### config.mk
export PLATFORM = sky130hd
export DESIGN_NAME = digit_serial_addsub
export DESIGN_NICKNAME = d
export VERILOG_FILES = /design/src/rtl/alu_pkg.sv /design/src/rtl/digit_adder.sv /design/src/rtl/digit_serial_addsub.sv
export SDC_FILE = /design/constraint.sdc
export NUM_CORES = 1
export LEC_CHECK = 0
export CAP_MARGIN = 20
export CORE_MARGIN = 4
export CORE_UTILIZATION = 45
export DETAILED_ROUTE_END_ITERATION = 6
export GPL_TIMING_DRIVEN = 0
export PLACE_DENSITY = 0.76
export SLEW_MARGIN = 20
export SYNTH_ARGS = -nofsm -noshare
export SYNTH_HDL_FRONTEND = slang
export SYNTH_HIERARCHICAL = 1
export SYNTH_SLANG_ARGS = --single-unit
### constraint.sdc
create_clock -name Clk -period 3.2 [get_ports Clk]
set_input_delay 0.64 -clock Clk [delete_from_list [all_inputs] [get_ports Clk]]
set_output_delay 0.64 -clock Clk [all_outputs]
set_load 0.005 [all_outputs]
### src/rtl/alu_pkg.sv
// Shared ALU types: add/sub FSM states, flag bundle, saturation helper.
// Used by digit_serial_addsub and its digit_adder slice.
package alu_pkg;

  typedef enum logic [1:0] {
    IDLE = 2'd0,
    BUSY = 2'd1,
    DONE = 2'd2
  } addsub_state_t;

  typedef struct packed {
    logic carry_out;
    logic overflow;
    logic zero;
  } alu_flags_t;

  function automatic logic [63:0] sat_value(
    input int   width,
    input logic sign
  );
    logic [63:0] min_v;
    min_v = 64'd1 << (width - 1);
    return sign ? min_v : (min_v - 64'd1);
  endfunction

endpackage

### src/rtl/digit_adder.sv
// DIGIT-bit combinational ripple slice.
// Also exposes the carry into its top bit for overflow detection.
module digit_adder
  import alu_pkg::*;
#(
  parameter int DIGIT = 2
) (
  input  logic [DIGIT-1:0] A,
  input  logic [DIGIT-1:0] B,
  input  logic             Cin,
  output logic [DIGIT-1:0] Sum,
  output logic             Cout,
  output logic             CarryTop
);

  logic [DIGIT:0] c;

  // Bitwise ripple through the slice
  always_comb begin
    c    = '0;
    Sum  = '0;
    c[0] = Cin;
    for (int i = 0; i < DIGIT; i++) begin
      Sum[i]   = A[i] ^ B[i] ^ c[i];
      c[i+1]   = (A[i] & B[i]) | (c[i] & (A[i] ^ B[i]));
    end
  end

  assign Cout     = c[DIGIT];
  assign CarryTop = c[DIGIT-1];

endmodule

### src/rtl/digit_serial_addsub.sv
// Digit-serial adder/subtractor, LSB digit first, valid/ready in and out.
// Optional clamp on signed overflow: DIGIT_SERIAL_ADDSUB_SATURATE_EN.
module digit_serial_addsub
  import alu_pkg::*;
#(
  parameter int WIDTH = 8,
  parameter int DIGIT = 2
) (
  input  logic             Clk,
  input  logic             Rst_n,
  input  logic             InValid,
  output logic             InReady,
  input  logic [WIDTH-1:0] A,
  input  logic [WIDTH-1:0] B,
  input  logic             Sub,
  output logic             OutValid,
  input  logic             OutReady,
  output logic [WIDTH-1:0] Sum,
  output logic             CarryOut,
  output logic             Overflow,
  output logic             Zero
);

  localparam int NDIG = WIDTH / DIGIT;
  localparam int CW   = (NDIG > 1) ? $clog2(NDIG) : 1;

  addsub_state_t    state;
  logic [WIDTH-1:0] a_q;
  logic [WIDTH-1:0] b_q;
  logic             c_q;
  logic [CW-1:0]    cnt;
  logic [WIDTH-1:0] sum_q;
  alu_flags_t       flags_q;

  logic [DIGIT-1:0] a_d;
  logic [DIGIT-1:0] b_d;
  logic [DIGIT-1:0] s_d;
  logic             co_d;
  logic             ct_d;
  logic             last;
  logic             ovf;
  logic [WIDTH-1:0] next_sum;
  logic [WIDTH-1:0] final_sum;

  assign last = (cnt == CW'(NDIG - 1));
  assign ovf  = co_d ^ ct_d;

  // Select the current digit of both operands
  always_comb begin
    a_d = a_q[int'(cnt)*DIGIT +: DIGIT];
    b_d = b_q[int'(cnt)*DIGIT +: DIGIT];
  end

  digit_adder #(
    .DIGIT(DIGIT)
  ) u_slice (
    .A       (a_d),
    .B       (b_d),
    .Cin     (c_q),
    .Sum     (s_d),
    .Cout    (co_d),
    .CarryTop(ct_d)
  );

  // Merge the new digit into the partial result; clamp on the last digit
  always_comb begin
    next_sum = sum_q;
    next_sum[int'(cnt)*DIGIT +: DIGIT] = s_d;
`ifdef DIGIT_SERIAL_ADDSUB_SATURATE_EN
    if (ovf)
      final_sum = WIDTH'(sat_value(WIDTH, a_q[WIDTH-1]));
    else
      final_sum = next_sum;
`else
    final_sum = next_sum;
`endif
  end

  // FSM, operand latching, digit sequencing and flag capture
  always_ff @(posedge Clk or negedge Rst_n) begin
    if (!Rst_n) begin
      state   <= IDLE;
      a_q     <= '0;
      b_q     <= '0;
      c_q     <= 1'b0;
      cnt     <= '0;
      sum_q   <= '0;
      flags_q <= '0;
    end else begin
      unique case (state)
        IDLE: begin
          if (InValid) begin
            a_q   <= A;
            b_q   <= B ^ {WIDTH{Sub}};
            c_q   <= Sub;
            cnt   <= '0;
            state <= BUSY;
          end
        end
        BUSY: begin
          c_q <= co_d;
          if (last) begin
            sum_q             <= final_sum;
            flags_q.carry_out <= co_d;
            flags_q.overflow  <= ovf;
            flags_q.zero      <= (final_sum == '0);
            state             <= DONE;
          end else begin
            sum_q <= next_sum;
            cnt   <= cnt + 1'b1;
          end
        end
        DONE: begin
          if (OutReady)
            state <= IDLE;
        end
        default: state <= IDLE;
      endcase
    end
  end

  assign InReady  = (state == IDLE);
  assign OutValid = (state == DONE);
  assign Sum      = sum_q;
  assign CarryOut = flags_q.carry_out;
  assign Overflow = flags_q.overflow;
  assign Zero     = flags_q.zero;

endmodule
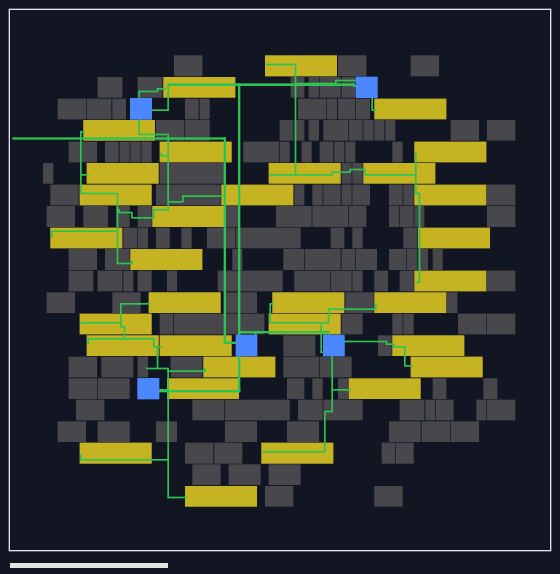
(images/clock_wires.png)
Bar = 20 um.
Key: yellow = flip-flops [count 32]; green = clock wires [length 418 um]; blue = clock-net drivers [count 5]
There are 6 routed clock nets.
clock skew: 0.00620 ns
power attributed to the clock group: 0.241 mW
Clk network pwr share: 10.4%

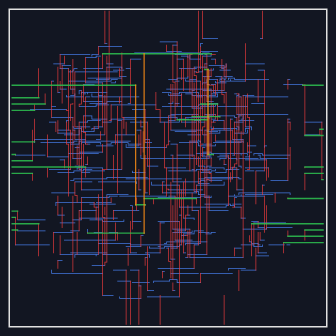
(images/layers.png)
Key: blue = M1 [wire length 1360 um]; red = M2 [wire length 1540 um]; green = M3 [wire length 210 um]; orange = M4 [wire length 83.0 um]
total via count after detailed routing: 1204
routed wirelength normalized by instance count: 13.4 um
GR Util All Layers: 17.0%
total wire length after detailed routing: 3200 um

==> flow_results.xml <==
<?xml version="1.0" encoding="UTF-8"?>
<metrics>
  <group name="placed_design">
    <metric name="place_ws" unit="ns">-0.0215</metric>
    <metric name="dpl_cell_area" unit="sq um">2010</metric>
    <metric name="dp_cells" unit="">227</metric>
    <metric name="routability_congestion_estimate_from_global_placement" unit="">0.900</metric>
    <metric name="place.detailed.hpwl" unit="um">2410</metric>
  </group>
  <group name="cts">
    <metric name="clkLatencyLatePin" unit="ns">0.33</metric>
    <metric name="cts_buf_count" unit="">5</metric>
    <metric name="path_clk_slew" unit="ns">0.09</metric>
    <metric name="cts.root.buffer_cell" unit="">clkbuf_4</metric>
    <metric name="cts_htree_levels" unit="">2</metric>
    <metric name="clk_path_buf_depth" unit="">2</metric>
    <metric name="cts_tree" unit="">built</metric>
    <metric name="post_cts_resized" unit="">1</metric>
    <metric name="tritoncts_num_sinks" unit="">32</metric>
    <metric name="cts_hold_buffers_added" unit="">0</metric>
    <metric name="post-cts-setup-buffers" unit="">0</metric>
  </group>
  <group name="synth">
    <metric name="syn_inst" unit="">149</metric>
    <metric name="numSynthFlops" unit="">32</metric>
    <metric name="ys_chip_area" unit="sq um">1630</metric>
    <metric name="synth_largest_type_area_fraction" unit="%">49.0</metric>
    <metric name="floorplan.nets" unit="">178</metric>
    <metric name="top_cell" unit="">dfrtp_1</metric>
    <metric name="synth.cellmix.adderShare" unit="%">7.04</metric>
    <metric name="yosys-top-cells-area" unit="">dfrtp_1 (49%), mux2_1 (6.2%), mux4_2 (5.5%)</metric>
    <metric name="synthesis_warning_total" unit="">6</metric>
    <metric name="synth.cellmix.compoundShare" unit="%">8.81</metric>
    <metric name="synth.avg_cell_area" unit="sq um">11.0</metric>
    <metric name="synth-cells-yosys" unit="">149</metric>
    <metric name="synth_top_flop_cell" unit="">dfrtp_1</metric>
    <metric name="simple_gate_share" unit="%">13.1</metric>
    <metric name="ys_sh_xor" unit="%">4.82</metric>
    <metric name="synth_area" unit="sq um">1630</metric>
    <metric name="synth-edff-count" unit="">0</metric>
    <metric name="synth.yosys.seq_area_share" unit="%">49.0</metric>
    <metric name="synthDominantAreaCellType" unit="">dfrtp_1</metric>
    <metric name="dominant_kind_of_combinational_cell" unit="">multiplexers</metric>
    <metric name="netlist-cell-type-count" unit="">32</metric>
    <metric name="yosys-mux-area-fraction" unit="%">13.6</metric>
    <metric name="ys_async_sr_fraction" unit="%">100</metric>
    <metric name="post_synth_most_frequent_cells" unit="">dfrtp_1 (32), nand2_1 (20), nor2_1 (16), a21oi_1 (10)</metric>
  </group>
  <group name="global_route">
    <metric name="via_count_of_the_first_global_routing_pass" unit="">1293</metric>
    <metric name="maximum_number_of_pins_on_one_net_before_global_route_repair" unit="">33</metric>
    <metric name="top_usage_layer" unit="">met2</metric>
    <metric name="grtUsageMet3" unit="%">6.24</metric>
    <metric name="globalRouteMet1Util" unit="%">18.9</metric>
    <metric name="grt_antenna_before_repair" unit="">0</metric>
    <metric name="global_route_wire_length_before_repair" unit="um">5710</metric>
    <metric name="global_route.overflow_total" unit="">0</metric>
    <metric name="gr-usage-met2" unit="%">28.2</metric>
  </group>
  <group name="worst_setup_path">
    <metric name="worst_path_arrival_time" unit="ns">3.37</metric>
    <metric name="timing_worst_setup_path_type" unit="">reg -&gt; reg</metric>
    <metric name="ff2ff_setup_slack" unit="ns">0.1</metric>
    <metric name="worst_ep_required_time" unit="ns">3.46</metric>
    <metric name="critPathMaxFanout" unit="">10</metric>
    <metric name="critPathTopFamily" unit="">adder cells</metric>
    <metric name="critical_path.most_common_cell" unit="">fa_2</metric>
    <metric name="worstReg2RegEnd" unit="">Zero$_DFFE_PN0P_</metric>
    <metric name="timing.critical_path.to_type" unit="">flop</metric>
    <metric name="crit_chain" unit="">buf_6 -&gt; mux4_2 -&gt; fa_2 -&gt; fa_2 -&gt; a21oi_1 -&gt; and3b_1 -&gt; or4_1 -&gt; o21ai_1</metric>
    <metric name="cpMaxStageDelayCell" unit="">mux4_2</metric>
    <metric name="path_buffers" unit="">1</metric>
    <metric name="critPathMaxStageDelay" unit="ns">0.55</metric>
    <metric name="worst-path-stages" unit="">8</metric>
    <metric name="setup.worst_path.start_class" unit="">flop</metric>
    <metric name="crit_path_start" unit="">cnt[0]$_DFFE_PN0P_</metric>
    <metric name="reg2regPathDepth" unit="">8</metric>
    <metric name="critical_path.endpoint" unit="">Zero$_DFFE_PN0P_</metric>
    <metric name="rr_startpoint" unit="">cnt[0]$_DFFE_PN0P_</metric>
  </group>
  <group name="die">
    <metric name="die_width" unit="um">68.3</metric>
    <metric name="row_count" unit="">21</metric>
    <metric name="full_die_area" unit="sq um">4660</metric>
    <metric name="fp_util" unit="%">47.8</metric>
    <metric name="design.core.area" unit="sq um">3420</metric>
    <metric name="die_h" unit="um">68.3</metric>
  </group>
  <group name="status">
    <metric name="run_status" unit="">finished, final reports clean</metric>
  </group>
  <group name="pwr">
    <metric name="static-leakage-power" unit="nW">0.880</metric>
    <metric name="power_density" unit="nW/um^2">1100</metric>
    <metric name="irDropWorstVdd" unit="V">0.000407</metric>
    <metric name="finalPower" unit="mW">2.31</metric>
  </group>
  <group name="finish">
    <metric name="finalNonFillerCells" unit="">238</metric>
    <metric name="layout.area.comb" unit="sq um">779</metric>
    <metric name="regArea" unit="sq um">801</metric>
    <metric name="drive_gt1_share" unit="%">13.0</metric>
    <metric name="most-common-layout-cells" unit="">dfrtp_1 (32), clkdlybuf4s50_1 (31), nand2_1 (20), nor2_1 (16), a21oi_1 (10)</metric>
    <metric name="antennaDiodeCount" unit="">0</metric>
    <metric name="n_fill_cell" unit="">286</metric>
    <metric name="final_cell_area" unit="sq um">2090</metric>
    <metric name="finish.utilization" unit="%">61.3</metric>
    <metric name="flow.area_growth_from_synthesis" unit="%">28.1</metric>
    <metric name="nets" unit="">220</metric>
    <metric name="final_layout_top_logic_cell" unit="">dfrtp_1</metric>
  </group>
  <group name="drt">
    <metric name="avgViaCountPerCell" unit="">5.06</metric>
    <metric name="drt_drc_violations_left" unit="">0</metric>
    <metric name="routedLengthMet1" unit="um">1360</metric>
    <metric name="number_of_drc_markers_in_iteration_0" unit="">61</metric>
    <metric name="wl_met3" unit="um">210</metric>
    <metric name="drt-pass1-iter-count" unit="">4</metric>
    <metric name="dr_wl_met2" unit="um">1540</metric>
    <metric name="antenna_left" unit="">0</metric>
    <metric name="highest_routed_metal_layer" unit="">met4</metric>
  </group>
  <group name="final_timing">
    <metric name="final_max_slew_viol_count" unit="">0</metric>
    <metric name="final.hold.worst_slack" unit="ns">0.349</metric>
    <metric name="max_freq" unit="MHz">322</metric>
    <metric name="setup_viol_count_final" unit="">0</metric>
    <metric name="timing.final.ws_setup" unit="ns">0.0955</metric>
    <metric name="tns" unit="ns">0</metric>
    <metric name="period_used_share" unit="%">97.0</metric>
    <metric name="max_slew.worst_pin.slew" unit="ns">0.704</metric>
    <metric name="finalHoldViolations" unit="">0</metric>
    <metric name="fin_crit" unit="ns">3.10</metric>
    <metric name="timing.max_slew.rel_slack" unit="%">53.0</metric>
  </group>
  <group name="worst_hold_path">
    <metric name="min_path_type" unit="">in -&gt; async</metric>
  </group>
  <group name="job">
    <metric name="drv.max_cap_violation_count" unit="">0</metric>
    <metric name="warning_count" unit="">31</metric>
  </group>
</metrics>
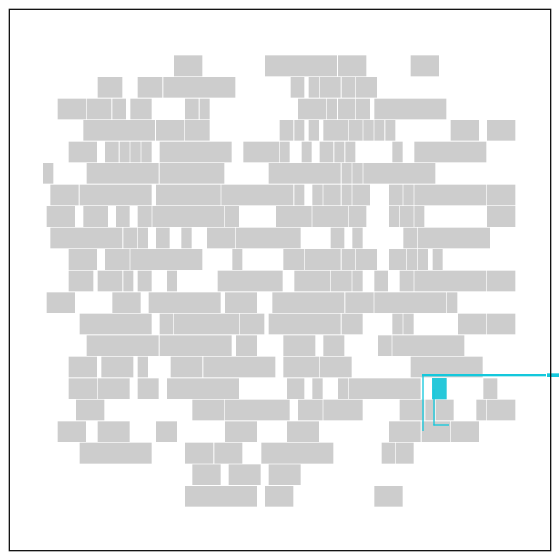
(images/port_trees.png)
Key: cyan = OutReady [direction input, end cells 1, buffers 1, wire 28.6 um]
IO Port Bufs: 32
Top-Level Pins: 34

-- area by class of cell --
type | count | area share [%]
timing repair buffer | 35 | 16.1
multi-input combinational | 107 | 37.2
tap | 46 | 2.75
sequential | 32 | 38.3
clock buffer | 8 | 2.81
inverter | 4 | 0.717
buffer | 6 | 2.09
-- registers in the layout, summed over array words and instances, names as in the netlist --
signal / cells
CarryOut: 1
Overflow: 1
Sum: 8
Zero: 1
a_q: 8
b_q: 8
c_q: 1
cnt: 2
state: 2
-- where the power goes --
part	switching (mW)	internal [mW]	leakage [nW]	total, mW
sequential	0.125	0.598	0.390	0.723
clock	0.133	0.108	0.0326	0.241
combinational	0.642	0.704	0.457	1.35
total	0.900	1.41	0.880	2.31
Power is estimated from default activity; no workload was simulated.
